==> images/final_congestion.png <==
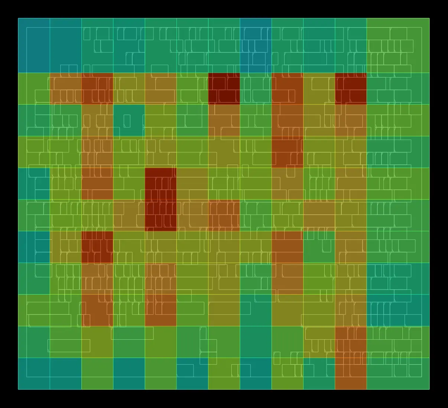
==> images/gate_families.png <==
The bar under the picture is 20 µm long.
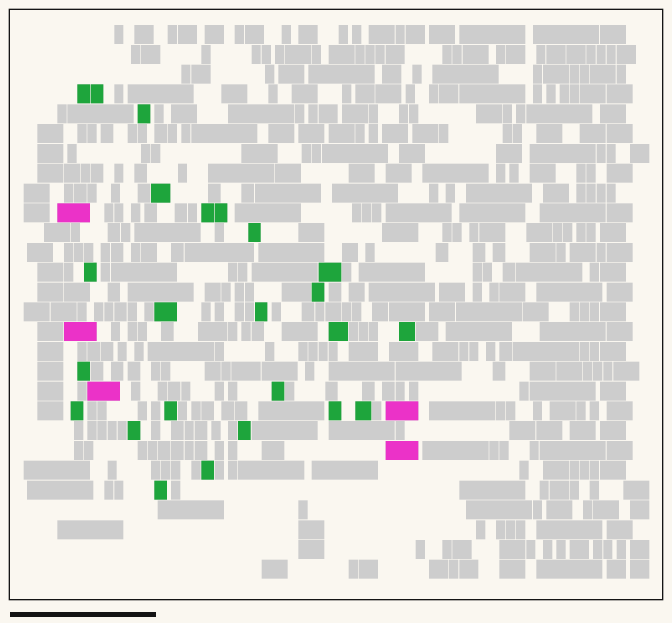
==> images/drive_strength.png <==
The bar under the picture is 20 µm long.
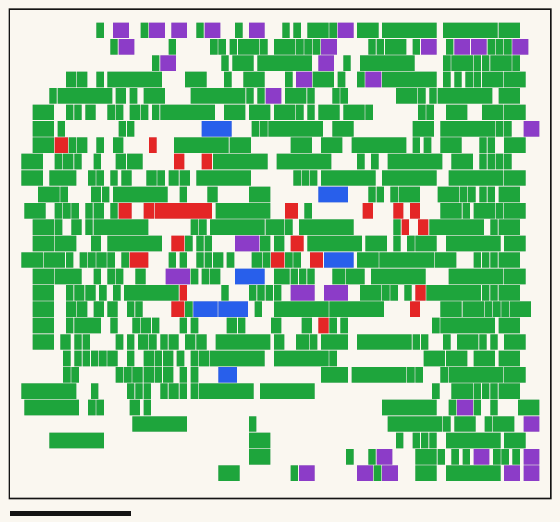
==> images/cell_classes.png <==
The bar under the picture is 20 µm long.
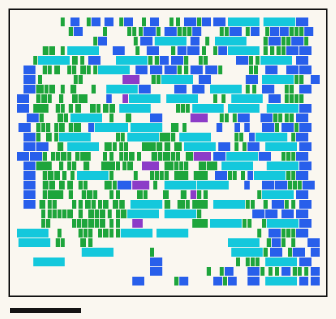
==> images/registers.png <==
The bar under the picture is 20 µm long. Other sequential cells in the stronger gray, the rest of the logic in the fainter gray.
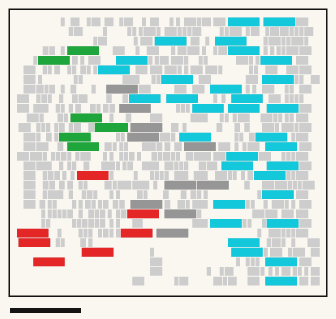
### src/rtl/ram_scan_reader_pkg.sv
// ----------------------------------------------------------------------------
// ram_scan_reader_pkg
//   Shared definitions for the RAM scan reader: default address/data widths,
//   the width of the RAM-side address bus, and the scan FSM state encoding.
// ----------------------------------------------------------------------------
package ram_scan_reader_pkg;

    localparam int unsigned ADDR_W_DEF = 6;   // 64-word RAM
    localparam int unsigned DATA_W_DEF = 32;
    localparam int unsigned RAM_ADDR_W = 32;  // width of the ram_addr port

    typedef enum logic [2:0] {
        ST_IDLE,
        ST_READ,
        ST_WAIT,
        ST_PRESENT,
        ST_DONE
    } state_e;

endpackage

### src/rtl/ram_scan_reader.sv
// ----------------------------------------------------------------------------
// ram_scan_reader
//   Reads `count` consecutive words from a synchronous RAM starting at
//   `base_addr` (address wraps modulo the RAM depth) and hands each word to a
//   consumer over a valid/ready interface, one outstanding read at a time.
//
// Ports
//   clk, rst_n          clock (rising edge), asynchronous active-low reset
//   start               one-cycle scan request (ignored while busy)
//   abort               synchronous cancel of a running scan
//   base_addr, count    scan start address and length (0..2^ADDR_W, clamped)
//   ram_addr/ram_en     RAM read request, ram_en high one cycle per read
//   ram_we              RAM write enable, tied low
//   ram_dout            RAM read data, valid RAM_LAT cycles after the request
//   out_data/out_valid  word offered to the consumer
//   out_ready           consumer accepts the word
//   busy                scan in progress
//   done                one-cycle pulse on normal completion
// ----------------------------------------------------------------------------
module ram_scan_reader
    import ram_scan_reader_pkg::*;
#(
    parameter int unsigned ADDR_W  = ADDR_W_DEF,
    parameter int unsigned DATA_W  = DATA_W_DEF,
    parameter int unsigned RAM_LAT = 1
) (
    input  logic                  clk,
    input  logic                  rst_n,
    input  logic                  start,
    input  logic                  abort,
    input  logic [ADDR_W-1:0]     base_addr,
    input  logic [ADDR_W:0]       count,
    output logic [RAM_ADDR_W-1:0] ram_addr,
    output logic                  ram_we,
    output logic                  ram_en,
    input  logic [DATA_W-1:0]     ram_dout,
    output logic [DATA_W-1:0]     out_data,
    output logic                  out_valid,
    input  logic                  out_ready,
    output logic                  busy,
    output logic                  done
);

    localparam int unsigned     DEPTH     = 1 << ADDR_W;
    localparam logic [ADDR_W:0] MAX_COUNT = (ADDR_W + 1)'(DEPTH);
    localparam logic [2:0]      WAIT_INIT = 3'(RAM_LAT - 1);

    state_e              state_q,     state_d;
    logic [ADDR_W-1:0]   addr_q,      addr_d;
    logic [ADDR_W:0]     remaining_q, remaining_d;
    logic [2:0]          wait_cnt_q,  wait_cnt_d;
    logic [ADDR_W-1:0]   ram_addr_q,  ram_addr_d;
    logic                ram_en_q,    ram_en_d;
    logic [DATA_W-1:0]   out_data_q,  out_data_d;
    logic                out_valid_q, out_valid_d;
    logic                busy_q,      busy_d;
    logic                done_q,      done_d;

    logic [ADDR_W-1:0]   addr_next;

    assign addr_next = addr_q + 1'b1;   // natural wrap modulo 2^ADDR_W

    always_comb begin
        state_d     = state_q;
        addr_d      = addr_q;
        remaining_d = remaining_q;
        wait_cnt_d  = wait_cnt_q;
        ram_addr_d  = ram_addr_q;
        ram_en_d    = 1'b0;
        out_data_d  = out_data_q;
        out_valid_d = out_valid_q;
        busy_d      = busy_q;
        done_d      = 1'b0;

        // Outputs are registered, so each state's outputs are set up on the
        // transition into it (e.g. ram_en is raised when entering READ).
        case (state_q)
            ST_IDLE: begin
                if (start) begin
                    busy_d = 1'b1;
                    if (count == '0) begin
                        done_d  = 1'b1;
                        state_d = ST_DONE;
                    end else begin
                        addr_d      = base_addr;
                        remaining_d = (count > MAX_COUNT) ? MAX_COUNT : count;
                        ram_addr_d  = base_addr;
                        ram_en_d    = 1'b1;
                        state_d     = ST_READ;
                    end
                end
            end
            ST_READ: begin
                wait_cnt_d = WAIT_INIT;
                state_d    = ST_WAIT;
            end
            ST_WAIT: begin
                if (wait_cnt_q == '0) begin
                    out_data_d  = ram_dout;
                    out_valid_d = 1'b1;
                    state_d     = ST_PRESENT;
                end else begin
                    wait_cnt_d = wait_cnt_q - 1'b1;
                end
            end
            ST_PRESENT: begin
                if (out_valid_q && out_ready) begin
                    out_valid_d = 1'b0;
                    remaining_d = remaining_q - 1'b1;
                    if (remaining_q == (ADDR_W + 1)'(1)) begin
                        done_d  = 1'b1;
                        state_d = ST_DONE;
                    end else begin
                        addr_d     = addr_next;
                        ram_addr_d = addr_next;
                        ram_en_d   = 1'b1;
                        state_d    = ST_READ;
                    end
                end
            end
            ST_DONE: begin
                busy_d  = 1'b0;
                state_d = ST_IDLE;
            end
            default: begin
                state_d = ST_IDLE;
            end
        endcase

        // Abort overrides whatever the state logic decided this cycle.
        if (abort && (state_q != ST_IDLE)) begin
            state_d     = ST_IDLE;
            out_valid_d = 1'b0;
            busy_d      = 1'b0;
            ram_en_d    = 1'b0;
            done_d      = 1'b0;
        end
    end

    always_ff @(posedge clk or negedge rst_n) begin
        if (!rst_n) begin
            state_q     <= ST_IDLE;
            addr_q      <= '0;
            remaining_q <= '0;
            wait_cnt_q  <= '0;
            ram_addr_q  <= '0;
            ram_en_q    <= 1'b0;
            out_data_q  <= '0;
            out_valid_q <= 1'b0;
            busy_q      <= 1'b0;
            done_q      <= 1'b0;
        end else begin
            state_q     <= state_d;
            addr_q      <= addr_d;
            remaining_q <= remaining_d;
            wait_cnt_q  <= wait_cnt_d;
            ram_addr_q  <= ram_addr_d;
            ram_en_q    <= ram_en_d;
            out_data_q  <= out_data_d;
            out_valid_q <= out_valid_d;
            busy_q      <= busy_d;
            done_q      <= done_d;
        end
    end

    assign ram_addr  = RAM_ADDR_W'(ram_addr_q);
    assign ram_we    = 1'b0;
    assign ram_en    = ram_en_q;
    assign out_data  = out_data_q;
    assign out_valid = out_valid_q;
    assign busy      = busy_q;
    assign done      = done_q;

endmodule

### config.mk
export PLATFORM = sky130hd
export DESIGN_NAME = ram_scan_reader
export DESIGN_NICKNAME = d
export VERILOG_FILES = /design/src/rtl/ram_scan_reader_pkg.sv /design/src/rtl/ram_scan_reader.sv
export SDC_FILE = /design/constraint.sdc
export NUM_CORES = 1
export LEC_CHECK = 0
export ABC_AREA = 1
export CORE_ASPECT_RATIO = 0.9
export CORE_MARGIN = 1.5
export CORE_UTILIZATION = 43
export DETAILED_ROUTE_END_ITERATION = 10
export GPL_TIMING_DRIVEN = 0
export PLACE_DENSITY_LB_ADDON = 0.3
export SLEW_MARGIN = 15
export SYNTH_ARGS = -nofsm -noshare
export SYNTH_HDL_FRONTEND = slang
export SYNTH_SLANG_ARGS = --single-unit
### constraint.sdc
create_clock -name clk -period 1.9 [get_ports clk]
set_clock_uncertainty 0.15 [all_clocks]
set_input_delay 0.38 -clock clk [delete_from_list [all_inputs] [get_ports clk]]
set_output_delay 0.38 -clock clk [all_outputs]
set_load 0.01 [all_outputs]
==> impl_metrics.toml <==
# physical design summary
[die]
die_h_um = 80.9
io_pins = 119
num_rows = 28
core_area_um2 = 6550
taps = 90

[drt]
wl_um = 6790
wl_met3_um = 526
first_iter_violations = 122
final_antenna_net_count = 0
top_layer = "met4"

[setup_path]
cp.arrival_ps = 1300
end_kind = "output port"
worstReg2RegEnd = "remaining_q[6]"
path_buffers = 1
crit_type = "reg -> out"
worstRegToRegCells = 8
cp_slowest_cell = "clkdlybuf4s50_1"
worstSetupEndpoint = "ram_addr[0]"

[clock_network]
cts_setup_buffers = 0
cts_tree = "done"
cts-htree-levels = 2
cts_made_buffers = 5
cts-root-buf = "clkbuf_8"

[synth]
ys_sh_adder = 0.0216
largest_area_cell = "dfrtp_1"
syn_inst = 380
top_logic_kind = "simple AND/OR/NAND/NOR gates"
ys_area_um2 = 2900
ys_seq_frac = 0.475
ys_top_cells_by_count = "nand2_1, dfrtp_1, nand3_1, buf_4, inv_1"
netlist_area_um2 = 2900
synth-edff-count = 0
xor_area_frac = 0.00302
ys_sh_simple = 0.326
ys_async_sr_fraction = 1.00
ys_cells = 380
netlist_top_cells_area = "dfrtp_1, nand2_1, buf_4, nand3_1, inv_1"
syn_avg_cell_area_um2 = 7.63

[power_and_ir_drop]
power_leader = "combinational cells"
p_comb_frac = 0.521
p_clk_frac = 0.114
switching_share = 0.400
powerComb_mw = 2.91
pwr-share-seq = 0.365
ir_drop_mv = 0.626
clk-power_mw = 0.638

[sta]
min_period_over_period = 0.963
final.setup.tns_ps = 0
hold_viol = 0
whs_ps = 325
period_needed_ps = 1830
setup-violations-final = 0

[grt]
grt.met3_usage = 0.0447
grt_max_degree = 56

[cells_and_area]
multiInputGateArea_um2 = 1250
inverters_excl_clock = 30
bufAreaShareNonClock = 0.285
mostFrequentLayoutCells = "nand2_1, clkdlybuf4s50_1, dfrtp_1"
fin_util = 0.628
syn_to_final_growth_pct = 42.0
buffers = 128
comb-cell-share = 0.305
clock_area_frac = 0.0213
layout_top_cell = "nand2_1"
seq_share = 0.335

[placement]
dpl.hpwl_um = 5240
placed_cell_area_um2 = 4020

[job]
tool_warnings = 28

[outcome]
run_status = "finished clean"
About final_congestion.png:
met1 Usage GRT: 0.237
Avg WL per Cell: 11.4 µm
met2 usage: 0.327
gr busiest metal: met2
global-route usage over all layers: 0.189

About gate_families.png:
Green marks inverting AOI/OAI gates, cells 24. Magenta marks adder and majority cells, cells 5.

About drive_strength.png:
Blue marks drive 6 and up, cells 7. Red marks drive 2, cells 23. Purple marks drive 3 to 4, cells 32. Green marks drive 1 or less, cells 444.

About cell_classes.png:
Green marks all other logic, cells 315, share of their area 34%. Purple marks clock drivers and dummy loads, cells 8, share of their area 2.2%. Blue marks other buffers and delay cells, cells 128, share of their area 29%. Cyan marks flip-flops, cells 55, share of their area 34%.

About registers.png:
Green marks `ram_addr_q`, sequential cells 6. Red marks `remaining_q`, sequential cells 7. Cyan marks `out_data`, sequential cells 32.
Another 10 sequential cells are not colored.

through the flow:
step,worst slack [ps],instances
6_report,71.1,596
3_3_place_gp,-1400,587
2_1_floorplan,453,406
5_1_grt,18.4,596
3_5_place_dp,-141,587
4_1_cts,40.5,596
flip-flops by register name, indices dropped and copies added (netlist names):
signal and count:
ram_en 1, out_data 32, done 1, remaining_q 7
ram_addr_q 6, wait_cnt_q 3, busy 1, state_q 3
out_valid 1
worst min path at each step:
stage / start / cells after the start / to / slack [ps]
2_1_floorplan: rst_n / 0 / busy / -70
3_3_place_gp: out_data[5] / 2 / out_data[5] / 300
3_5_place_dp: out_data[21] / 2 / out_data[21] / 310
4_1_cts: out_data[31] / 2 / out_data[31] / 330
5_1_grt: out_data[17] / 2 / out_data[17] / 360
6_report: out_data[11] / 2 / out_data[11] / 330
Power and IR drop assume default switching activity.
